Run 1, selected gate families:
Scale bar: 20 um.
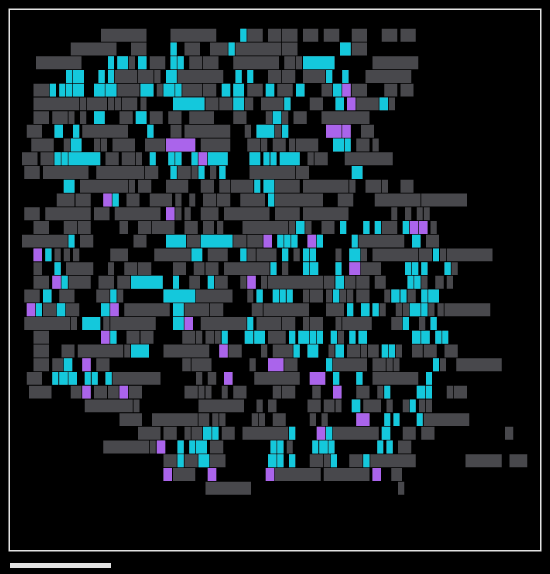
Run 1, clock wiring as the flow saved it:
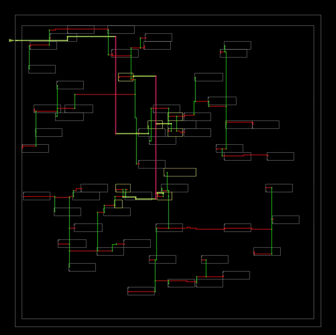
Run 1, metal layers overlaid:
Two of the layers only.
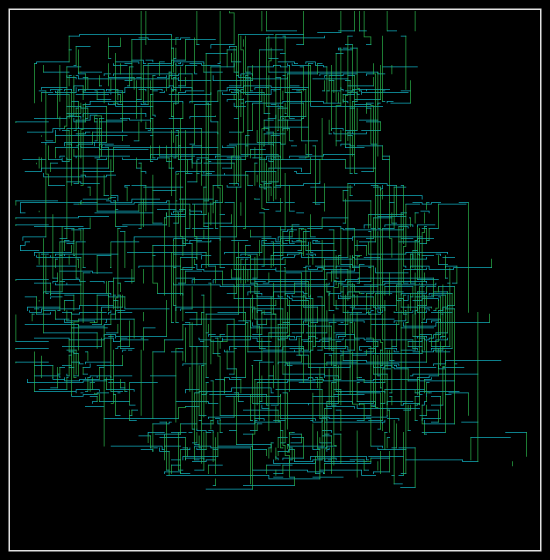
**config.mk**
```make
export PLATFORM = sky130hd
export DESIGN_NAME = bcd_time_counter
export DESIGN_NICKNAME = d
export VERILOG_FILES = /design/src/rtl/bcd_time_counter.sv
export SDC_FILE = /design/constraint.sdc
export NUM_CORES = 1
export LEC_CHECK = 0
export ABC_AREA = 1
export CAP_MARGIN = 20
export CORE_AREA = 2 2 103 105
export DETAILED_ROUTE_END_ITERATION = 12
export DIE_AREA = 0 0 105 107
export GPL_ROUTABILITY_DRIVEN = 1
export MAX_ROUTING_LAYER = met4
export PLACE_DENSITY_LB_ADDON = 0.3
export SYNTH_ARGS = -nofsm -noshare
export SYNTH_HDL_FRONTEND = slang
export SYNTH_SLANG_ARGS = --single-unit
export TNS_END_PERCENT = 1
```
**constraint.sdc**
```tcl
create_clock -name clk -period 1.7 [get_ports clk]
set_clock_uncertainty 0.1 [all_clocks]
set_input_delay 0.34 -clock clk [delete_from_list [all_inputs] [get_ports clk]]
set_output_delay 0.34 -clock clk [all_outputs]
set_load 0.03 [all_outputs]
```
**src/rtl/bcd_time_counter.sv**
```systemverilog
// 24-hour BCD time-of-day counter with a run mode and three field-edit modes.
// A prescaler divides clk down to a one-second tick that ripples through hh:mm:ss.
module bcd_time_counter #(
    parameter int CLK_DIV = 50_000_000
) (
    input  logic        clk,
    input  logic        rst_,
    input  logic        run_en,
    input  logic        key_mode,
    input  logic        key_inc,
    output logic [23:0] bcd_data,
    output logic [1:0]  mode,
    output logic        day_pulse
);

    localparam int PW = $clog2(CLK_DIV);
    localparam logic [PW-1:0] PRESC_LAST = PW'(CLK_DIV - 1);

    typedef enum logic [1:0] {
        ST_RUN   = 2'd0,
        ST_SET_H = 2'd1,
        ST_SET_M = 2'd2,
        ST_SET_S = 2'd3
    } state_t;

    state_t        r_state;
    logic [PW-1:0] r_presc;
    logic [7:0]    r_hh;
    logic [7:0]    r_mm;
    logic [7:0]    r_ss;
    logic          r_day;

    logic w_tick;
    logic w_sec_wrap;
    logic w_min_wrap;
    logic w_day_wrap;

    // Two-digit BCD increment that wraps to 00 after reaching lim.
    function automatic logic [7:0] f_bcd_inc(input logic [7:0] v, input logic [7:0] lim);
        if (v == lim)
            return 8'h00;
        else if (v[3:0] == 4'd9)
            return {v[7:4] + 4'd1, 4'd0};
        else
            return {v[7:4], v[3:0] + 4'd1};
    endfunction

    assign w_tick     = (r_state == ST_RUN) && run_en && (r_presc == PRESC_LAST);
    assign w_sec_wrap = (r_ss == 8'h59);
    assign w_min_wrap = (r_mm == 8'h59);
    assign w_day_wrap = w_sec_wrap && w_min_wrap && (r_hh == 8'h23);

    always_ff @(posedge clk or negedge rst_) begin
        if (!rst_) begin
            r_state <= ST_RUN;
            r_presc <= '0;
            r_hh    <= 8'h00;
            r_mm    <= 8'h00;
            r_ss    <= 8'h00;
            r_day   <= 1'b0;
        end else begin
            r_day <= 1'b0;
            // A mode key pre-empts both a pending tick and a simultaneous increment.
            if (key_mode) begin
                r_state <= state_t'(r_state + 2'd1);
                r_presc <= '0;
            end else begin
                case (r_state)
                    ST_RUN: begin
                        if (w_tick) begin
                            r_presc <= '0;
                            r_ss    <= f_bcd_inc(r_ss, 8'h59);
                            if (w_sec_wrap)
                                r_mm <= f_bcd_inc(r_mm, 8'h59);
                            if (w_sec_wrap && w_min_wrap)
                                r_hh <= f_bcd_inc(r_hh, 8'h23);
                            r_day <= w_day_wrap;
                        end else if (run_en) begin
                            r_presc <= r_presc + PW'(1);
                        end
                    end
                    ST_SET_H: begin
                        r_presc <= '0;
                        if (key_inc)
                            r_hh <= f_bcd_inc(r_hh, 8'h23);
                    end
                    ST_SET_M: begin
                        r_presc <= '0;
                        if (key_inc)
                            r_mm <= f_bcd_inc(r_mm, 8'h59);
                    end
                    ST_SET_S: begin
                        r_presc <= '0;
                        if (key_inc)
                            r_ss <= f_bcd_inc(r_ss, 8'h59);
                    end
                    default: r_state <= ST_RUN;
                endcase
            end
        end
    end

    assign bcd_data  = {r_hh, r_mm, r_ss};
    assign mode      = r_state;
    assign day_pulse = r_day;

endmodule
```
==> impl_metrics.yaml, run 1 <==
# yosys + openroad results
pwr:
  p_switching_mw: 2.35
  p_int_mw: 3.31
  p_sw_share_pct: 41.5
final_timing:
  holdWs_ns: 0.442
  drv_slew: 0
  fmax_ghz: 0.552
  rsz0062_at_grt: "yes"
  period_minus_slack_ns: 1.81
  max_slew_margin_pct: 76.6
  setup_violations: 19
  timing.final.ws_setup_ns: -0.110
grt:
  grtUsageMet2_pct: 29.1
  met3_usage_pct: 2.13
  grt_busiest_layer: "met2"
  grt_pass1_wl_um: 15600
  grt_max_degree: 54
cts:
  root_buffer: "clkbuf_8"
  clock_sinks: 53
  max-clock-path-buffers: 2
  clk_pin_slew_worst_paths_ns: 0.10
  cts_tree: "done"
synth:
  synth_nets: 499
  ys_types: 39
  seq_area_frac_synth_pct: 38.1
  ys_warn_count: 0
  ys_ff: 53
  ys_cells: 476
  synth.avg_cell_area_sq_um: 7.31
die:
  die_w_um: 105
  core_sq_um: 10100
  die_area_sq_um: 11200
  initial_utilization_pct: 34.5
  io-pin-count: 32
  row_count: 37
run_status:
  status: "complete, but fails checks"
  violations: "setup timing"
placement:
  port_buffers: 31
  hpwl_um: 6740
run:
  drv_cap: 0
  warnings: 39
finish:
  diodes: 0
  area_growth_pct: 43.0
  final_layout_size_suffix_gt1_share_pct: 28.6
routing:
  finalWirelength_um: 9330
About 'selected gate families':
Key: cyan = nand cells [cells 197, where widely spread]; purple = aoi and oai cells [cells 35]
most frequent logic cell in the layout: nand2_1
logic share of the area: 41.7%
final non-filler cell total: 740

About 'clock wiring as the flow saved it':
Worst-Skew Late Latency: 0.32 ns
P_clk: 926 uW
clock buffers: 6

About 'metal layers overlaid':
Key: cyan = M1 [wire length 4400 um]; green = M2 [wire length 4580 um]
all-layer global routing usage: 17.0%
Routed wire per std cell: 12.6 um

==> run 1: registers in the layout, indices dropped and copies added (netlist names) <==
register,cells
mode,2
r_hh,8
r_mm,8
r_ss,8
r_presc,26
day_pulse,1
==> run 1: synthesized netlist by cell type, types with 2 or more instances <==
master	count	share of area [%]
xnor2_1	3	0.75
nor3b_2	2	0.72
or2_2	5	0.90
nor3_1	14	2.0
dfrtp_1	53	38
nor3_2	2	0.58
ha_1	18	6.5
inv_2	2	0.22
xor2_1	10	2.5
nand4_1	20	3.6
inv_1	52	5.6
clkbuf_1	2	0.22
nand2_1	131	14
nand3_1	37	5.3
and3_1	2	0.36
nand3_2	3	0.86
nand2_2	3	0.54
a21oi_1	5	0.72
buf_2	2	0.29
o21ai_1	8	1.2
nor2_1	64	6.9
nor2_4	2	0.65
nor4_1	2	0.36
o21ai_0	19	2.7
==> run 1: metal layers <==
metal	routed length (um)	part of all wire, %
met1	4400	47
met5	0	0
met4	161	1.7
met2	4580	49
met3	184	2.0
==> run 1: through the flow <==
stage / TNS [ns] / power, mW / instances
6_report: -1.32 / 5.66 / 740
4_1_cts: -0.827 / 5.39 / 732
5_1_grt: -7.29 / 6.07 / 740
2_1_floorplan: -5.14 / 3.37 / 476
3_5_place_dp: -11.35 / 4.51 / 723
3_3_place_gp: -9.73 / 4.46 / 723
==> run 1: kinds of logic (layout without fill, tap and decap cells) <==
kind of cell,count (synthesis),count (layout),synth area share (%)
flip-flops,53,53,38.1
XOR/XNOR,13,13,3.27
AND/OR/NAND/NOR,293,293,38.8
buffers and inverters,62,190,7.66
adder cells (fa/ha/maj),18,18,6.47
AND-OR/OR-AND,37,37,5.72
==> run 1: power groups by stage <==
| stage | registers (mW) | clock network (mW) | logic, mW |
|---|---|---|---|
| floorplan | 2.16 | 0 | 1.21 |
| global placement | 1.65 | 0 | 2.82 |
| detailed placement | 1.65 | 0 | 2.85 |
| CTS | 1.63 | 0.956 | 2.81 |
| global route | 1.66 | 0.993 | 3.42 |
| finish | 1.63 | 0.926 | 3.10 |
==> run 1: layout make-up <==
class,count,area (sq um)
fillers,1038,5120
repair buffers,127,1060
clock buffers,6,82.6
inverters,55,211
flip-flops and latches,53,1340
multi-input cells,361,2070
clock inverters,2,37.5
well taps,136,170
==> run 1: final timing paths <==
kind | slack (ns) | from | end | cells after the start
setup / recovery | -0.11 | key_mode | r_mm[3] | 8
hold / removal | 0.44 | rst_ | r_presc[23] | 3
setup reg to reg | -0.09 | mode[1] | r_mm[3] | 12
hold reg to reg | 0.45 | r_hh[1] | r_hh[1] | 2
max in group asynchronous | 0.75 | rst_ | r_ss[1] | 3
min in group clk | 0.45 | r_hh[1] | r_hh[1] | 2
==> run 1: repair_timing <==
item                       in CTS  in global routing
pin swaps                       3                 18
setup endpoints to repair      65                 59
setup buffers                   0                  7
hold buffers                    1                  0
cloned                          0                  1
gates resized                  47                 34
hold endpoints to repair       53                  0
==> run 1: critical path, cell delays in order <==
cell and delay, ns:
clkdlybuf4s50_1 0.58, clkinv_1 0.35, nand2_1 0.24, nor3_4 0.05, buf_4 0.16, nand2_4 0.10
nand2_2 0.06, o21ai_1 0.08
Run 1, sequential cells colored by netlist name:
Scale bar: 20 um.
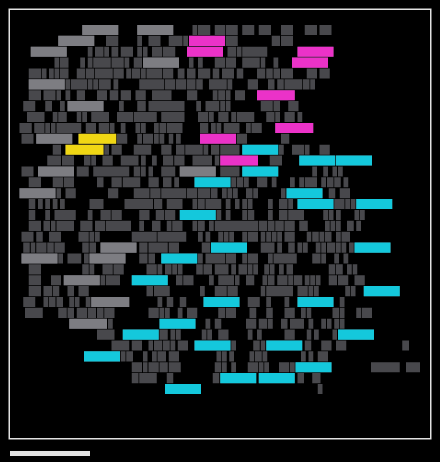

## Run 2: what changed since run 1
--- a/config.mk
+++ b/config.mk
@@ -6,10 +6,10 @@
 export NUM_CORES = 1
 export LEC_CHECK = 0
 export ABC_AREA = 1
-export CAP_MARGIN = 20
-export CORE_AREA = 2 2 103 105
+export CAP_MARGIN = 0
+export CORE_AREA = 2 2 85 128
 export DETAILED_ROUTE_END_ITERATION = 12
-export DIE_AREA = 0 0 105 107
+export DIE_AREA = 0 0 87 130
 export GPL_ROUTABILITY_DRIVEN = 1
 export MAX_ROUTING_LAYER = met4
 export PLACE_DENSITY_LB_ADDON = 0.3
==> constraint.sdc (replaced) <==
create_clock -name clk -period 1.7 [get_ports clk]
set_clock_uncertainty 0.1 [all_clocks]
set_input_delay 0.34 -clock clk [delete_from_list [all_inputs] [get_ports clk]]
set_output_delay 0.34 -clock clk [all_outputs]
set_load 0.05 [all_outputs]
Run 2, sequential cells colored by netlist name:
Scale bar: 20 um.
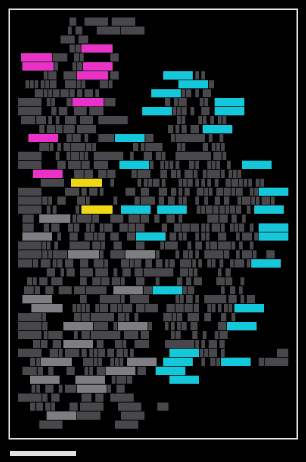
Key: yellow = `mode` [placed flops 2]; cyan = `r_presc` [placed flops 26]; magenta = `r_mm` [placed flops 8, where upper left]
Another 17 sequential cells are not colored.
sequential power: 1.62 mW
Final Util: 50.9%

Run 2, I/O pins on the die edge:
Pins as bars across the die edge, other pins in gray.
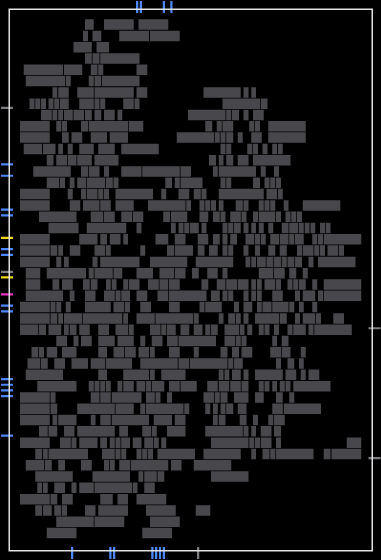
Key: blue = `bcd_data` [pins 24, direction output, edge 13 left, 7 bottom, 4 top]; yellow = `mode` [pins 2, direction output, edge left]; magenta = `key_inc` [pins 1, direction input, edge left]
All pins by edge: 18 left, 8 bottom, 4 top, 2 right.
Port Buffers: 31
DIE WIDTH: 87 um
Die Span Y: 130 um

==> impl_metrics.yaml, run 2 <==
# yosys + openroad results
worst_setup_path:
  crit_path_start: "mode[0]"
  rrSetupSlack_ns: -0.03
  rr_startpoint: "mode[0]"
  r2r_end: "r_mm[1]"
  crit_end: "r_mm[1]"
synth:
  ys_warn_count: 0
  synth_nets: 499
  fa_ha_area_share_pct: 6.47
  synth.largest_area_cell: "dfrtp_1"
  compound_area_share_pct: 5.72
  synth.top_cell.area_share_pct: 38.1
  ys_types: 39
  xor_share_pct: 3.27
  ys_cells: 476
  synth_top_cell_by_count: "nand2_1"
routing:
  finalWirelength_um: 9610
  wire_per_inst_um: 13.3
final_timing:
  fmax_ghz: 0.577
  setup_violations: 23
  timing.final.ws_setup_ns: -0.0343
  max_slew_margin_pct: 76.4
  rsz0062_at_grt: "yes"
  finalSetupTns_ns: -0.380
  drv_slew: 0
pwr:
  p_total_mw: 6.84
  p_sw_share_pct: 40.7
placement:
  placed_cells: 709
  hpwl_um: 7390
finish:
  largest_reg_flops: 26
  fill_cells: 987
  layout_top_cell: "nand2_1"
  logic_area_sq_um: 2050
  finalNonFillerCells: 723
  regMostFlops: "r_presc"
die:
  initial_utilization_pct: 33.8
  io-pin-count: 32
cts:
  insertion_delay_ns: 0.30
  clock_sinks: 53
  root_buffer: "clkbuf_16"
  max-clock-path-buffers: 2
grt:
  grt_use_total_pct: 18.7
  grt_max_degree: 54
  grt_pass1_wl_um: 16400
run_status:
  violations: "setup timing"
  status: "complete, but fails checks"
run:
  warnings: 39
  drv_cap: 0
-- run 2: cell counts after synthesis --
No cell type changed its count.
-- run 2: area by class of cell --
cell class	instances	share of cell area, %
clock buffer	6	2.65
clock inverter	2	0.715
inverter	55	3.98
multi-input combinational	361	39.1
sequential	53	25.5
tap	120	2.86
timing repair buffer	126	25.2
-- run 2: worst min-delay path by stage --
| stage | slack (ns) | start | end | depth (start not counted) |
|---|---|---|---|---|
| floorplan | -0.06 | rst_ | day_pulse | 0 |
| global placement | 0.26 | rst_ | r_presc[9] | 2 |
| detailed placement | 0.26 | rst_ | r_presc[11] | 2 |
| CTS | 0.48 | r_presc[13] | r_presc[13] | 2 |
| global route | 0.50 | r_presc[13] | r_presc[13] | 2 |
| finish | 0.47 | rst_ | r_presc[13] | 3 |
-- run 2: per-stage QoR --
stage / worst slack [ns] / cell area, sq um / utilization (%)
detailed placement: -0.399 / 4850 / 47.0
global route: -0.154 / 5250 / 50.9
global placement: -0.327 / 4850 / 47.0
floorplan: -0.213 / 3500 / -
finish: -0.0343 / 5250 / 50.9
CTS: -0.0524 / 5150 / 50.0
-- run 2: worst max-delay path: stages, from the launching register on --
cell	delay [ns]
dfrtp_2	0.41
inv_2	0.08
ha_4	0.16
nand2_2	0.05
nor2_1	0.09
nand2_1	0.07
nor2_2	0.09
nand2_2	0.10
nand2_4	0.12
buf_6	0.15
nand3_1	0.10
o21ai_1	0.15
-- run 2: cell families (layout without fill, tap and decap cells) --
kind of cell,after synthesis,after routing
buf+inv,62,189
compound gates,37,37
simple gates,293,293
flops,53,53
fa+ha+maj,18,18
xor+xnor,13,13
-- run 2: power by group through the flow --
stage / Combinational [mW] / Clock, mW / Sequential [mW]
2_1_floorplan: 1.17 / 0 / 2.47
3_3_place_gp: 3.75 / 0 / 1.63
6_report: 3.99 / 1.24 / 1.62
5_1_grt: 4.29 / 1.31 / 1.65
4_1_cts: 3.97 / 1.27 / 1.62
3_5_place_dp: 3.81 / 0 / 1.64
-- run 2: what timing repair did --
item | CTS | global route
setup endpoints to repair | 49 | 51
buffers inserted | 4 | 1
hold buffers | 1 | 0
hold endpoints to repair | 53 | 0
pin swaps | 9 | 8
resized | 25 | 28
-- run 2: layer usage --
layer  GRT usage (%)  share of wire (%)  vias up
li1                -                  -     1791
met4            8.09                3.5        0
met1            18.5                 38     1664
met5               -                  0        -
met2            35.3                 56       65
met3            2.97                2.7       27
Run 2, clock wiring as the flow saved it:
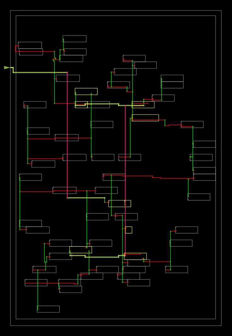

## Run 3: what changed since run 2
--- a/config.mk
+++ b/config.mk
@@ -13,6 +13,7 @@
 export GPL_ROUTABILITY_DRIVEN = 1
 export MAX_ROUTING_LAYER = met4
 export PLACE_DENSITY_LB_ADDON = 0.3
+export RECOVER_POWER = 25
 export SYNTH_ARGS = -nofsm -noshare
 export SYNTH_HDL_FRONTEND = slang
 export SYNTH_SLANG_ARGS = --single-unit
Run 3, clock wiring as the flow saved it:
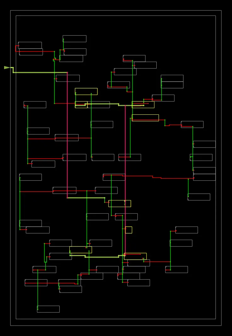
CTS Buf Count: 5
P_clk: 1.24 mW

Run 3, selected gate families:
Scale bar: 20 um.
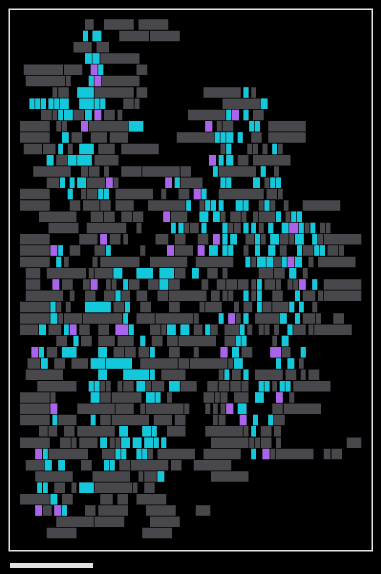
Key: cyan = nand cells [cells 197, where widely spread]; purple = aoi and oai cells [cells 35]
final non-filler cell total: 723
logic share of the area: 39.2%

==> impl_metrics.yaml, run 3 <==
# yosys + openroad results
run_status:
  status: "complete, but fails checks"
  violations: "setup timing"
synth:
  synth_area_sq_um: 3480
  synth.largest_area_cell: "dfrtp_1"
  ys_warn_count: 0
  compound_area_share_pct: 5.72
  seq_area_frac_synth_pct: 38.1
  synth_top_cell_by_count: "nand2_1"
  synthMuxAreaShare_pct: 0
  yosys.area_share.simple_pct: 38.8
  synth.top_cell.area_share_pct: 38.1
  ys_cells: 476
  fa_ha_area_share_pct: 6.47
  ys_types: 39
  xor_share_pct: 3.27
  synth_nets: 499
  top_cells_by_count: "nand2_1 (131), nor2_1 (64), dfrtp_1 (53), inv_1 (52), nand3_1 (37)"
pwr:
  p_switching_mw: 2.78
  powerDensity_nw_per_um2: 1310
  p_sw_share_pct: 40.7
  p_int_mw: 4.06
  p_total_mw: 6.84
  peakVddDrop_uv: 954
finish:
  layout_top_cell: "nand2_1"
  largest_reg_flops: 26
  area_growth_pct: 50.4
  regMostFlops: "r_presc"
  fill_cells: 989
  final_layout_top_logic_cells: "nand2_1 (126), buf_4 (88), nor2_1 (56)"
final_timing:
  fmax_ghz: 0.577
  timing.final.ws_setup_ns: -0.0339
  setup_violations: 23
  drv_slew: 0
  rsz0062_at_grt: "yes"
  finalHoldViolations: 0
  max_slew_margin_pct: 50.2
die:
  core_sq_um: 10300
  die_h_um: 130
  io-pin-count: 32
  initial_utilization_pct: 33.8
  die_w_um: 87
routing:
  finalWirelength_um: 9600
  wire_per_inst_um: 13.3
  vias: 3535
grt:
  overflow: 0
  grt_use_total_pct: 18.7
  grt_pass1_wl_um: 16400
  grt_max_degree: 54
run:
  drv_cap: 0
  warnings: 39
cts:
  clk_pin_slew_worst_paths_ns: 0.07
  root_buffer: "clkbuf_16"
  max-clock-path-buffers: 2
  insertion_delay_ns: 0.30
  cts_max_level: 2
  clock_sinks: 53
worst_setup_path:
  endpoint_kind: "flip-flop"
  worstSetupPathType: "flip-flop to flip-flop"
  arrival_ns: 1.82
  cp.required_ns: 1.79
  cp_max_fo: 8
placement:
  hpwl_um: 7390
  dp_slack_ns: -0.399
  port_buffers: 31
-- run 3: netlist changes by cell type in the layout (fill, tap and decap cells not counted) --
cell / before / now
buf_12: 28 / 27
clkbuf_4: 0 / 1
-- run 3: path summary, 6_finish.rpt --
path / from / end / slack [ns] / cells after the start
max: mode[0] / r_ss[7] / -0.03 / 12
min: r_presc[25] / r_presc[25] / 0.47 / 2
max reg2reg: mode[0] / r_ss[7] / -0.03 / 12
min reg2reg: r_presc[25] / r_presc[25] / 0.47 / 2
max in group asynchronous: rst_ / r_mm[4] / 0.31 / 3
min in group asynchronous: rst_ / r_presc[13] / 0.65 / 3
-- run 3: routing by layer --
layer	GRT usage, %	up-vias	wire length (um)	part of all wire, %
met1	18.5	1660	3640	38
met5	-	-	0	0
met4	8.09	0	337	3.5
met2	35.3	57	5380	56
met3	2.97	27	253	2.6
li1	-	1791	-	-
-- run 3: critical path, cell delays in order, from the launching register on --
cell and delay, ns:
dfrtp_2 0.41, inv_2 0.08, ha_4 0.16, nand2_2 0.05, nor2_1 0.09, nand2_1 0.07
nor2_2 0.09, nand2_2 0.10, nand2_4 0.12, buf_4 0.12, nand3_4 0.10, nand2_1 0.07
o21ai_1 0.06
-- run 3: timing repair --
item | CTS | global route
pin swaps | 9 | 8
endpoints found under the hold margin | 53 | 0
setup endpoints to repair | 49 | 51
setup buffers | 4 | 1
resized | 25 | 28
hold buffers | 1 | 0
-- run 3: final cells by class --
class / instances / area [sq um] / share of cell area [%]
Clock inverter: 2 / 37.5 / 0.717
Sequential cell: 53 / 1340 / 25.6
Tap cell: 120 / 150 / 2.87
Multi-Input combinational cell: 361 / 2050 / 39.2
Inverter: 55 / 209 / 3.99
Timing Repair Buffer: 126 / 1310 / 25.0
Clock buffer: 6 / 139 / 2.65
-- run 3: power groups by stage --
stage / sequential, mW / combinational (mW) / clock (mW)
floorplan: 2.47 / 1.17 / 0
global placement: 1.63 / 3.75 / 0
detailed placement: 1.64 / 3.81 / 0
CTS: 1.62 / 3.97 / 1.27
global route: 1.65 / 4.28 / 1.31
finish: 1.62 / 3.98 / 1.24
-- run 3: logic make-up (layout without fill, tap and decap cells) --
group | count (synthesis) | in the layout
buf+inv | 62 | 189
fa+ha+maj | 18 | 18
simple gates | 293 | 293
xor+xnor | 13 | 13
flops | 53 | 53
compound gates | 37 | 37
-- run 3: metrics by stage --
step / hold WS [ns] / instances / instance area, sq um / util [%] / TNS, ns
after floorplan: -0.0556 / 476 / 3500 / - / -7.79
after global placement: 0.263 / 709 / 4850 / 47.0 / -12.68
after detailed placement: 0.262 / 709 / 4850 / 47.0 / -15.15
after CTS: 0.480 / 722 / 5150 / 50.0 / -0.487
after global routing: 0.503 / 723 / 5240 / 50.8 / -4.74
final: 0.473 / 723 / 5240 / 50.8 / -0.377
Power and IR drop assume default switching activity.
